**config.mk**
```make
export PLATFORM = sky130hd
export DESIGN_NAME = pc_stack_sequencer
export DESIGN_NICKNAME = d
export VERILOG_FILES = /design/src/rtl/pc_stack_sequencer_pkg.sv /design/src/rtl/pc_stack_sequencer_cmd_issuer.sv /design/src/rtl/pc_stack_sequencer.sv
export SDC_FILE = /design/constraint.sdc
export NUM_CORES = 1
export LEC_CHECK = 0
export CAP_MARGIN = 20
export CORE_UTILIZATION = 38
export CTS_CLUSTER_DIAMETER = 80
export DETAILED_ROUTE_END_ITERATION = 16
export GPL_TIMING_DRIVEN = 0
export HOLD_SLACK_MARGIN = 0.1
export PLACE_DENSITY = 0.7
export SLEW_MARGIN = 10
export SYNTH_ARGS = -nofsm -noshare
export SYNTH_HDL_FRONTEND = slang
export SYNTH_SLANG_ARGS = --single-unit
```
**constraint.sdc**
```tcl
create_clock -name clk -period 1.5 [get_ports clk]
set_input_delay 0.15 -clock clk [delete_from_list [all_inputs] [get_ports clk]]
set_output_delay 0.15 -clock clk [all_outputs]
set_load 0.05 [all_outputs]
```
**src/rtl/pc_stack_sequencer_pkg.sv**
```systemverilog
// Shared types for the PC stack sequencer: stack opcodes, sequencer states
// and the ICU flag decode.
package pc_stack_pkg;

    localparam int SETTLE_MAX = 3;

    typedef enum logic [1:0] {
        OP_LOAD = 2'b00,
        OP_PUSH = 2'b01,
        OP_POP  = 2'b10,
        OP_INC  = 2'b11
    } stk_op_t;

    typedef enum logic [2:0] {
        READY   = 3'd0,
        ISSUE   = 3'd1,
        WAIT    = 3'd2,
        CAPTURE = 3'd3,
        POSTINC = 3'd4,
        ERROR   = 3'd5
    } seq_state_t;

    // RTN outranks JSR outranks JMP; no flag means a plain increment.
    function automatic stk_op_t decode_op(input logic rtn, input logic jsr, input logic jmp);
        stk_op_t op;
        if (rtn)      op = OP_POP;
        else if (jsr) op = OP_PUSH;
        else if (jmp) op = OP_LOAD;
        else          op = OP_INC;
        return op;
    endfunction

endpackage

```
**src/rtl/pc_stack_sequencer_cmd_issuer.sv**
```systemverilog
// Execute/settle/capture timing for one stack command. A start seen while
// capturing chains straight into the next command with no idle cycle.
module pc_stack_cmd_issuer
    import pc_stack_pkg::*;
#(
    parameter int SETTLE = 1
) (
    input  logic clk,
    input  logic reset,
    input  logic start,
    output logic execute,
    output logic output_enable,
    output logic capture
);

    if (SETTLE < 0 || SETTLE > SETTLE_MAX) begin : g_settle_range
        $error("pc_stack_cmd_issuer: SETTLE must be 0..3");
    end

    seq_state_t phase;
    logic [1:0] cnt;

    always_ff @(posedge clk or negedge reset) begin
        if (!reset) begin
            phase <= READY;
            cnt   <= 2'd0;
        end else begin
            case (phase)
                READY: begin
                    if (start) phase <= ISSUE;
                end
                ISSUE: begin
                    if (SETTLE == 0) begin
                        phase <= CAPTURE;
                    end else begin
                        phase <= WAIT;
                        cnt   <= 2'(SETTLE - 1);
                    end
                end
                WAIT: begin
                    if (cnt == 2'd0) phase <= CAPTURE;
                    else             cnt   <= cnt - 2'd1;
                end
                CAPTURE: begin
                    phase <= start ? ISSUE : READY;
                end
                default: phase <= READY;
            endcase
        end
    end

    assign execute       = (phase == ISSUE);
    assign output_enable = (phase == CAPTURE);
    assign capture       = (phase == CAPTURE);

endmodule

```
**src/rtl/pc_stack_sequencer.sv**
```systemverilog
// Turns ICU JMP/JSR/RTN flags into sequenced PC stack commands, captures the
// returned address as the program counter and flags stack over/underflow.
module pc_stack_sequencer
    import pc_stack_pkg::*;
#(
    parameter int WORD   = 4,
    parameter int SETTLE = 1
) (
    input  logic            clk,
    input  logic            reset,
    input  logic            step,
    input  logic            icu_jmp,
    input  logic            icu_jsr,
    input  logic            icu_rtn,
    input  logic [WORD-1:0] target,
    output logic            stk_execute,
    output logic [1:0]      stk_instruction,
    output logic            stk_carry_in,
    output logic            stk_output_enable,
    output logic [WORD-1:0] stk_data_in,
    input  logic [WORD-1:0] stk_address,
    input  logic            stk_carry_out,
    input  logic            stk_full,
    input  logic            stk_empty,
    output logic [WORD-1:0] pc,
    output logic            pc_valid,
    output logic            wrap,
    output logic            ovf_err,
    output logic            unf_err
);

    seq_state_t      state;
    stk_op_t         op;
    stk_op_t         req_op;
    logic            carry_q;
    logic [WORD-1:0] data_q;
    logic            req_unf;
    logic            req_ovf;
    logic            accept;
    logic            chain;
    logic            start;
    logic            capture;

    assign req_op  = decode_op(icu_rtn, icu_jsr, icu_jmp);
    assign accept  = (state == READY) && step;
    assign req_unf = (req_op == OP_POP)  && stk_empty;
    assign req_ovf = (req_op == OP_PUSH) && stk_full;
    // A completed pop is followed immediately by the resume increment.
    assign chain   = capture && (state == ISSUE) && (op == OP_POP);
    assign start   = (accept && !req_unf && !req_ovf) || chain;

    pc_stack_cmd_issuer #(
        .SETTLE (SETTLE)
    ) u_issuer (
        .clk           (clk),
        .reset         (reset),
        .start         (start),
        .execute       (stk_execute),
        .output_enable (stk_output_enable),
        .capture       (capture)
    );

    always_ff @(posedge clk or negedge reset) begin
        if (!reset) begin
            state   <= READY;
            op      <= OP_INC;
            carry_q <= 1'b1;
            data_q  <= '0;
            pc      <= '0;
            wrap    <= 1'b0;
            ovf_err <= 1'b0;
            unf_err <= 1'b0;
        end else begin
            wrap <= 1'b0;
            case (state)
                READY: begin
                    if (step) begin
                        if (req_unf) begin
                            unf_err <= 1'b1;
                            state   <= ERROR;
                        end else if (req_ovf) begin
                            ovf_err <= 1'b1;
                            state   <= ERROR;
                        end else begin
                            op      <= req_op;
                            carry_q <= (req_op != OP_INC);
                            data_q  <= (req_op == OP_LOAD || req_op == OP_PUSH) ? target : '0;
                            state   <= ISSUE;
                        end
                    end
                end
                ISSUE, POSTINC: begin
                    if (capture) begin
                        pc <= stk_address;
                        if (op == OP_INC && !stk_carry_out) wrap <= 1'b1;
                        if (chain) begin
                            op      <= OP_INC;
                            carry_q <= 1'b0;
                            state   <= POSTINC;
                        end else begin
                            // Park the command bus on an inhibited increment.
                            op      <= OP_INC;
                            carry_q <= 1'b1;
                            data_q  <= '0;
                            state   <= READY;
                        end
                    end
                end
                default: ;
            endcase
        end
    end

    assign stk_instruction = op;
    assign stk_carry_in    = carry_q;
    assign stk_data_in     = data_q;
    assign pc_valid        = (state == READY);

endmodule

```
==> impl_metrics.env, run 1 <==
# yosys + openroad results
export IMPL_run_status="finished with violations"
export IMPL_violations="negative setup slack"
export IMPL_tightest_slew_ns=0.858
export IMPL_core_area_um2=2760
export IMPL_crit_buf_inv=1
export IMPL_mux_area_frac=0.0997
export IMPL_synth_area_per_cell_um2=10.6
export IMPL_ys_seq_share=0.456
export IMPL_ys_area_um2=1100
export IMPL_start_kind="register"
export IMPL_clk_transition_reported_paths_ns=0.12
export IMPL_dr_total_vias=917
export IMPL_first_pass_iters=4
export IMPL_p_per_area_nw_per_um2=573
export IMPL_setup_slack_ns=-0.0859
export IMPL_end_kind="register"
export IMPL_clk_share=0.0158
export IMPL_min_period_over_period=1.06
export IMPL_cp_arrival_ns=1.81
export IMPL_pre_cts_slack_ns=-0.265
export IMPL_syn_to_final_growth_pct=50.5
export IMPL_yosysWarnings=0
export IMPL_tapCellCount=31
export IMPL_fin_nets=176
export IMPL_logic_area_um2=619
export IMPL_maxCapViolations=0
export IMPL_core_rowCount=19
export IMPL_openroad_warnings=33
export IMPL_syn_nets=128
export IMPL_fin_area_um2=1660
export IMPL_top_area_cell="dfrtp_1"
export IMPL_finalSetupViolations=8
export IMPL_cts_sinks=20
export IMPL_grt_pass1_vias=904
export IMPL_comb_share=0.372
export IMPL_wl_met2_um=1230
export IMPL_cts_buffer_depth=2
export IMPL_grt_util_all_layers=0.162
export IMPL_hold_slack_ns=0.321
export IMPL_wl_met1_um=986
export IMPL_adder_share=0.0793
export IMPL_fillers=227
export IMPL_seq_share=0.304
export IMPL_chipHeight_um=55.9
export IMPL_edf_count=0
export IMPL_via_per_inst=5.04
export IMPL_yosysMostFrequentCell="dfrtp_1"
export IMPL_grt_pass1_wl_um=3950
export IMPL_syn_area_um2=1100
export IMPL_die_w_um=55.9
export IMPL_r2r_slack_ns=-0.09
export IMPL_ctsRootBufferMaster="clkbuf_4"
export IMPL_overflow=0
export IMPL_antenna_found_initial=0
export IMPL_max_freq_ghz=0.631
export IMPL_n_all_buffers=45
export IMPL_ys_flops=20
export IMPL_maxSlewViolCount=0
export IMPL_hold_viol_final=0
export IMPL_yosys_stat_cells=104
export IMPL_cpMaxStageDelayCell="dfrtp_1"
export IMPL_cts_buffers_inserted=3
export IMPL_layout_cells_non_filler=182
export IMPL_cts_tree="yes"
export IMPL_maxUsedRoutingLayer="met4"
export IMPL_grt_start_max_net_pins=21
export IMPL_cp_required_ns=1.73
export IMPL_netlist_instances=104
export IMPL_largest_class="logic gates"
export IMPL_n_all_inverters=14
export IMPL_route_detailed_drc=0
export IMPL_ant_nets=0
export IMPL_synth_compound_area_share=0.151
==> run 1: where the power goes <==
part,internal (mW),leakage (nW),switching [mW]
sequential,0.551,0.232,0.00601
combinational,0.0581,0.519,0.0718
clock,0.104,0.0150,0.162
total,0.713,0.766,0.240
==> run 1: worst paths after layout <==
check,startpoint,to,cells after the start
worst max-delay path,state[2],stk_data_in[3],6
worst min-delay path,reset,state[0],1
worst max register to register,state[2],stk_data_in[3],6
worst min register to register,ovf_err,ovf_err,1
max in group asynchronous,reset,u_issuer.phase[0],1
min in group clk,stk_carry_out,wrap,2
==> run 1: layer usage <==
metal  vias up  track usage
li1        451            -
met1       434        0.182
met2        25        0.301
met3         7       0.0349
met4         0       0.0523
met5         -            0
==> run 1: layout by cell type (no fill, tap or decap), types with 2 or more instances in the layout <==
| cell | instances |
|---|---|
| mux2_1 | 4 |
| clkdlybuf4s15_2 | 2 |
| dfstp_2 | 3 |
| buf_6 | 4 |
| a21oi_1 | 6 |
| ha_4 | 3 |
| buf_4 | 8 |
| clkbuf_2 | 2 |
| a31oi_1 | 2 |
| nor3_4 | 2 |
| nand2_1 | 10 |
| mux2i_1 | 4 |
| nor2_1 | 8 |
| dlygate4sd2_1 | 11 |
| inv_2 | 4 |
| nor3_1 | 3 |
| ha_1 | 4 |
| inv_1 | 9 |
| clkdlybuf4s50_1 | 16 |
| a31o_1 | 2 |
| dfrtp_1 | 16 |
| o21ai_1 | 2 |
| clkbuf_4 | 3 |
==> run 1: what timing repair did <==
item | in CTS | in global routing
pin swaps | 6 | 6
gates resized | 40 | 12
setup endpoints to repair | 30 | 17
setup buffers | 8 | 4
cloned | 0 | 0
run_1/clocks.png
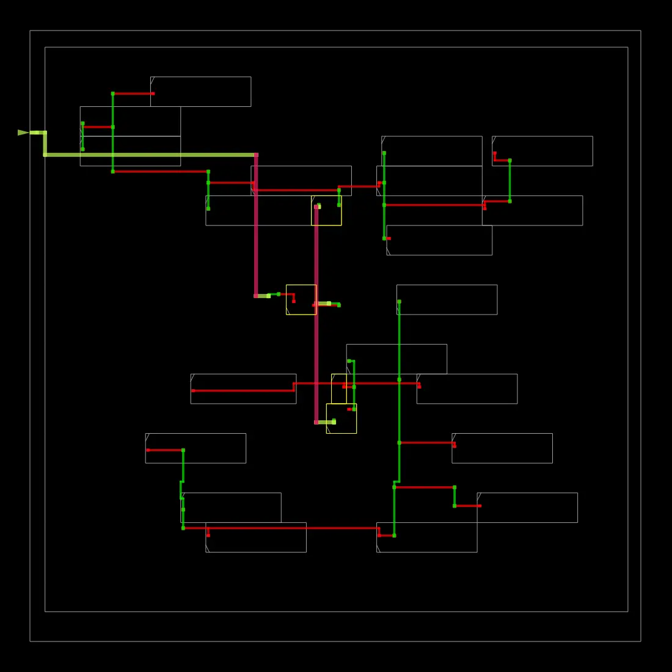
power in the clock group: 0.266 mW
flop count: 20
Setup Skew: 0.0117 ns
Skew-Pair Late Insertion Delay: 0.30 ns
clock buf count: 4

run_1/layer_met1.png
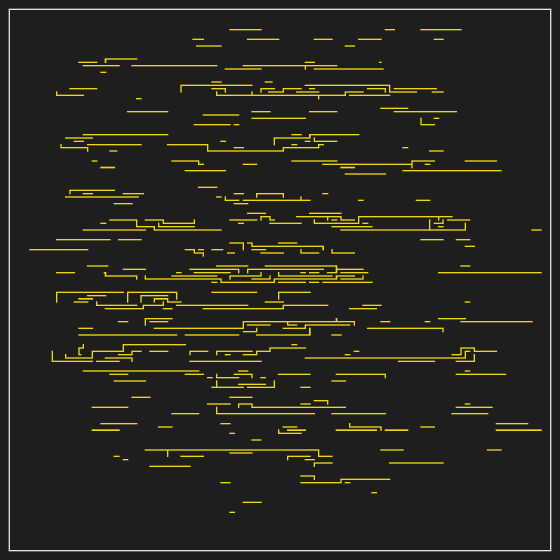
longest straight run = 17.9 µm
main direction = horizontal
share of all routed wire = 42%

run_1/metal_density.png
Bar = 20 µm. 11 x 11 tiles, from dark blue (low) to red (high), scaled to the fullest tile. Values are wire area over tile area, all layers added.
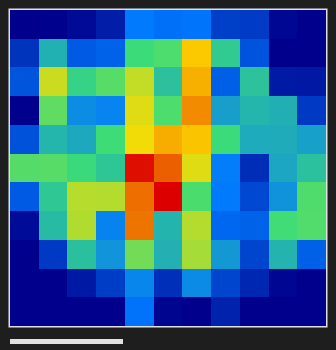
nearly empty tiles = 17%
fullest tile = 0.37
emptiest ninth of the die = bottom left
densest ninth of the die = middle
tiles over half the peak = 26%
WL final: 2380 µm
routed len/inst: 13.1 µm

==> run 1 -> run 2 <==
--- a/config.mk
+++ b/config.mk
@@ -11,6 +11,7 @@
 export DETAILED_ROUTE_END_ITERATION = 16
 export GPL_TIMING_DRIVEN = 0
 export HOLD_SLACK_MARGIN = 0.1
+export MAX_ROUTING_LAYER = met4
 export PLACE_DENSITY = 0.7
 export SLEW_MARGIN = 10
 export SYNTH_ARGS = -nofsm -noshare
==> impl_metrics.env, run 2 <==
# yosys + openroad results
export IMPL_run_status="finished with violations"
export IMPL_violations="negative setup slack"
export IMPL_use_met3=0.0349
export IMPL_grt_pass1_vias=904
export IMPL_power_switching_mw=0.240
export IMPL_htree_num_levels=1
export IMPL_crit_type="reg -> reg"
export IMPL_synth_area_per_cell_um2=10.6
export IMPL_openroad_warnings=33
export IMPL_adder_share=0.0793
export IMPL_chipHeight_um=55.9
export IMPL_core_area_um2=2760
export IMPL_finalSetupViolations=8
export IMPL_fillers=227
export IMPL_cp_cell_sequence="inv_2 > ha_4 > mux2i_4 > a21oi_4 > nand3_4 > mux2i_1"
export IMPL_yosysWarnings=0
export IMPL_cp_arrival_ns=1.81
export IMPL_cts_tree="yes"
export IMPL_setup_slack_ns=-0.0859
export IMPL_edf_count=0
export IMPL_die_w_um=55.9
export IMPL_p_seq_frac=0.585
export IMPL_power_group_top="sequential cells"
export IMPL_wl_met2_um=1230
export IMPL_grtUsageMet1=0.182
export IMPL_max_stage_delay_ns=0.42
export IMPL_netlist_instances=104
export IMPL_cpMaxStageDelayCell="dfrtp_1"
export IMPL_fin_nets=176
export IMPL_yosys_stat_cells=104
export IMPL_antenna_found_initial=0
export IMPL_ctsRootBufferMaster="clkbuf_4"
export IMPL_p_per_area_nw_per_um2=573
export IMPL_min_period_over_period=1.06
export IMPL_ys_area_um2=1100
export IMPL_wl_met1_um=986
export IMPL_wl_um=2380
export IMPL_ys_sh_simple=0.144
export IMPL_finClkSkew_ns=0.0117
export IMPL_syn_to_final_growth_pct=50.5
export IMPL_route_detailed_drc=0
export IMPL_regArea_um2=505
export IMPL_dp_cells=168
export IMPL_drive_gt1_frac=0.311
export IMPL_top_area_cell="dfrtp_1"
export IMPL_maxSlewViolCount=0
export IMPL_grtUsageMet2=0.301
export IMPL_lay_top_cells="clkdlybuf4s50_1, dfrtp_1, dlygate4sd2_1"
export IMPL_grt_start_max_net_pins=21
export IMPL_tightest_slew_ns=0.858
export IMPL_fin_area_um2=1660
export IMPL_ff_type="dfrtp_1"
export IMPL_layout_cells_non_filler=182
export IMPL_logic_area_um2=619
export IMPL_pg_clk_mw=0.266
export IMPL_fp_util=0.401
export IMPL_first_pass_iters=4
export IMPL_ant_nets=0
export IMPL_mux_area_frac=0.0997
export IMPL_area_leaders="dfrtp_1, ha_1, dfstp_2"
export IMPL_dpl_hpwl_um=1740
export IMPL_clock_power_share=0.279
export IMPL_dr_wl_met3_um=109
export IMPL_hold_viol_final=0
export IMPL_rsz0062_at_grt="true"
export IMPL_vdd_ir_drop_max_v=0.000438
export IMPL_seq_cell_power_mw=0.557
export IMPL_max_freq_ghz=0.631
export IMPL_pin_count=34
export IMPL_maxUsedRoutingLayer="met4"
export IMPL_min_path_type="in -> async"
export IMPL_pg_comb_mw=0.130
export IMPL_yosysMostFrequentCell="dfrtp_1"
export IMPL_routabilityCongestion=0.734
export IMPL_yosys_top_cells_count="dfrtp_1, inv_1, nand2_1, nor2_1, ha_1"
export IMPL_utilization=0.603
export IMPL_cp_required_ns=1.73
export IMPL_start_kind="register"
export IMPL_synth_compound_area_share=0.151
export IMPL_wl_per_cell_um=13.1
export IMPL_core_rowCount=19
export IMPL_p_int_mw=0.713
export IMPL_grt_pass1_wl_um=3950
export IMPL_clk_latency_ns=0.30
export IMPL_overflow=0
export IMPL_maxCapViolations=0
export IMPL_syn_area_um2=1100
export IMPL_cts_buffer_depth=2
export IMPL_ys_flops=20
export IMPL_syn_nets=128
export IMPL_synth_top_area_share=0.385
export IMPL_ys_seq_share=0.456
export IMPL_relSlewSlack=0.426
export IMPL_grt_busiest_layer="met2"
export IMPL_n_antenna_cell=0
export IMPL_clk_transition_reported_paths_ns=0.12
export IMPL_switching_share=0.252
export IMPL_dpl_cell_area_um2=1500
export IMPL_path_max_fanout=7
export IMPL_port_buffers=33
export IMPL_chip_area_um2=3130
export IMPL_combPwrFrac=0.136
export IMPL_via_per_inst=5.04
export IMPL_end_kind="register"
==> run 2: cell counts after synthesis <==
Identical to the previous run, type by type.
==> run 2: final cells by class <==
type,count,share of cell area
Multi-Input combinational cell,68,0.372
Sequential cell,20,0.304
Timing Repair Buffer,44,0.243
Inverter,14,0.0324
Tap cell,31,0.0233
Clock buffer,4,0.0158
Buffer,1,0.00903
==> run 2: final timing paths <==
| kind | slack [ns] | to | startpoint | cells past startpoint |
|---|---|---|---|---|
| max in group asynchronous | 0.60 | u_issuer.phase[0] | reset | 1 |
| worst min register to register | 0.47 | ovf_err | ovf_err | 1 |
| worst max register to register | -0.09 | stk_data_in[3] | state[2] | 6 |
| worst min-delay path | 0.32 | state[0] | reset | 1 |
| min in group clk | 0.39 | wrap | stk_carry_out | 2 |
| worst max-delay path | -0.09 | stk_data_in[3] | state[2] | 6 |
==> run 2: timing repair <==
| action | CTS | global route |
|---|---|---|
| gates resized | 40 | 12 |
| pin swaps | 6 | 6 |
| hold buffers | 0 | 0 |
| endpoints found under the setup margin | 30 | 17 |
| buffers inserted | 8 | 4 |
==> run 2: metrics by stage <==
stage | hold slack, ns | worst slack [ns] | total power, mW | TNS (ns)
finish | 0.321 | -0.0859 | 0.952 | -0.472
global placement | 0.453 | -0.257 | 0.696 | -1.17
global route | 0.380 | -0.182 | 0.987 | -1.30
floorplan | -0.146 | -0.148 | 0.620 | -0.429
detailed placement | 0.454 | -0.265 | 0.698 | -1.48
CTS | 0.368 | -0.100 | 0.951 | -0.454
==> run 2: critical path: cells and delay by family (launching register included) <==
kind | cells | cell delay, ns
buf+inv | 1 | 0.08
flops | 1 | 0.42
simple gates | 1 | 0.15
fa+ha+maj | 1 | 0.22
mux | 2 | 0.39
compound gates | 1 | 0.24
run_2/layer_met3.png
Bar = 20 µm.
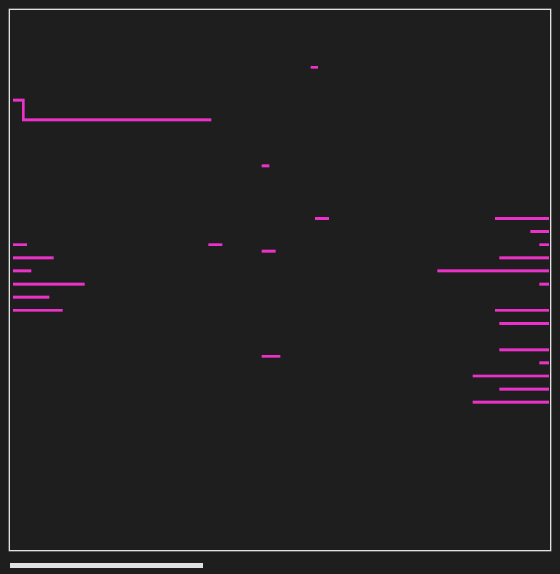
longest straight run = 19.3 µm
main direction = horizontal
nets with wire on the layer = 22
share of all routed wire = 4.6%
wire length on this layer = 110 µm

run_2/metal_density.png
Bar = 20 µm. 11 x 11 tiles, from dark blue (low) to red (high), scaled to the fullest tile. Values are wire area over tile area, all layers added.
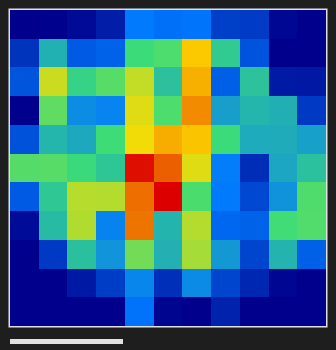
mean over tiles = 0.12
emptiest ninth of the die = bottom left
nearly empty tiles = 17%
tiles over half the peak = 26%
densest ninth of the die = middle
via count: 917
overall global routing resource usage: 0.166

run_2/clocks.png
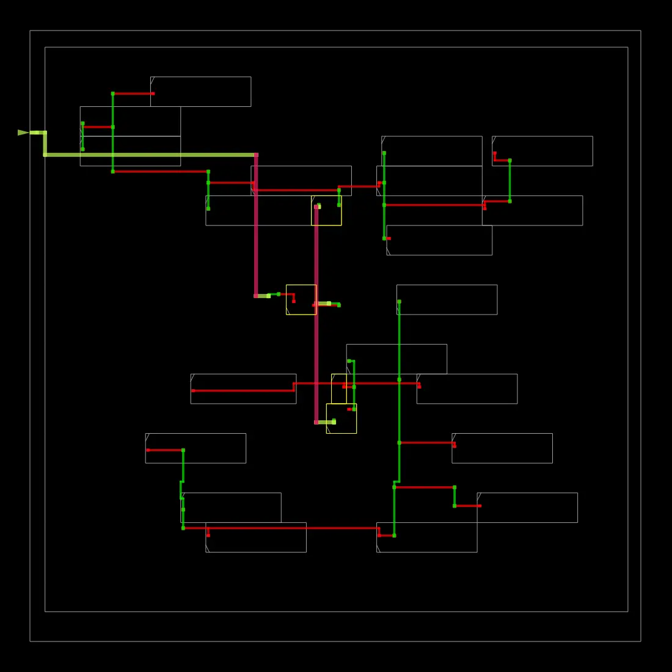
CTS Buf Count: 3
Sink Count: 20

Power figures rest on the tool's default switching activity, not on a simulated workload.
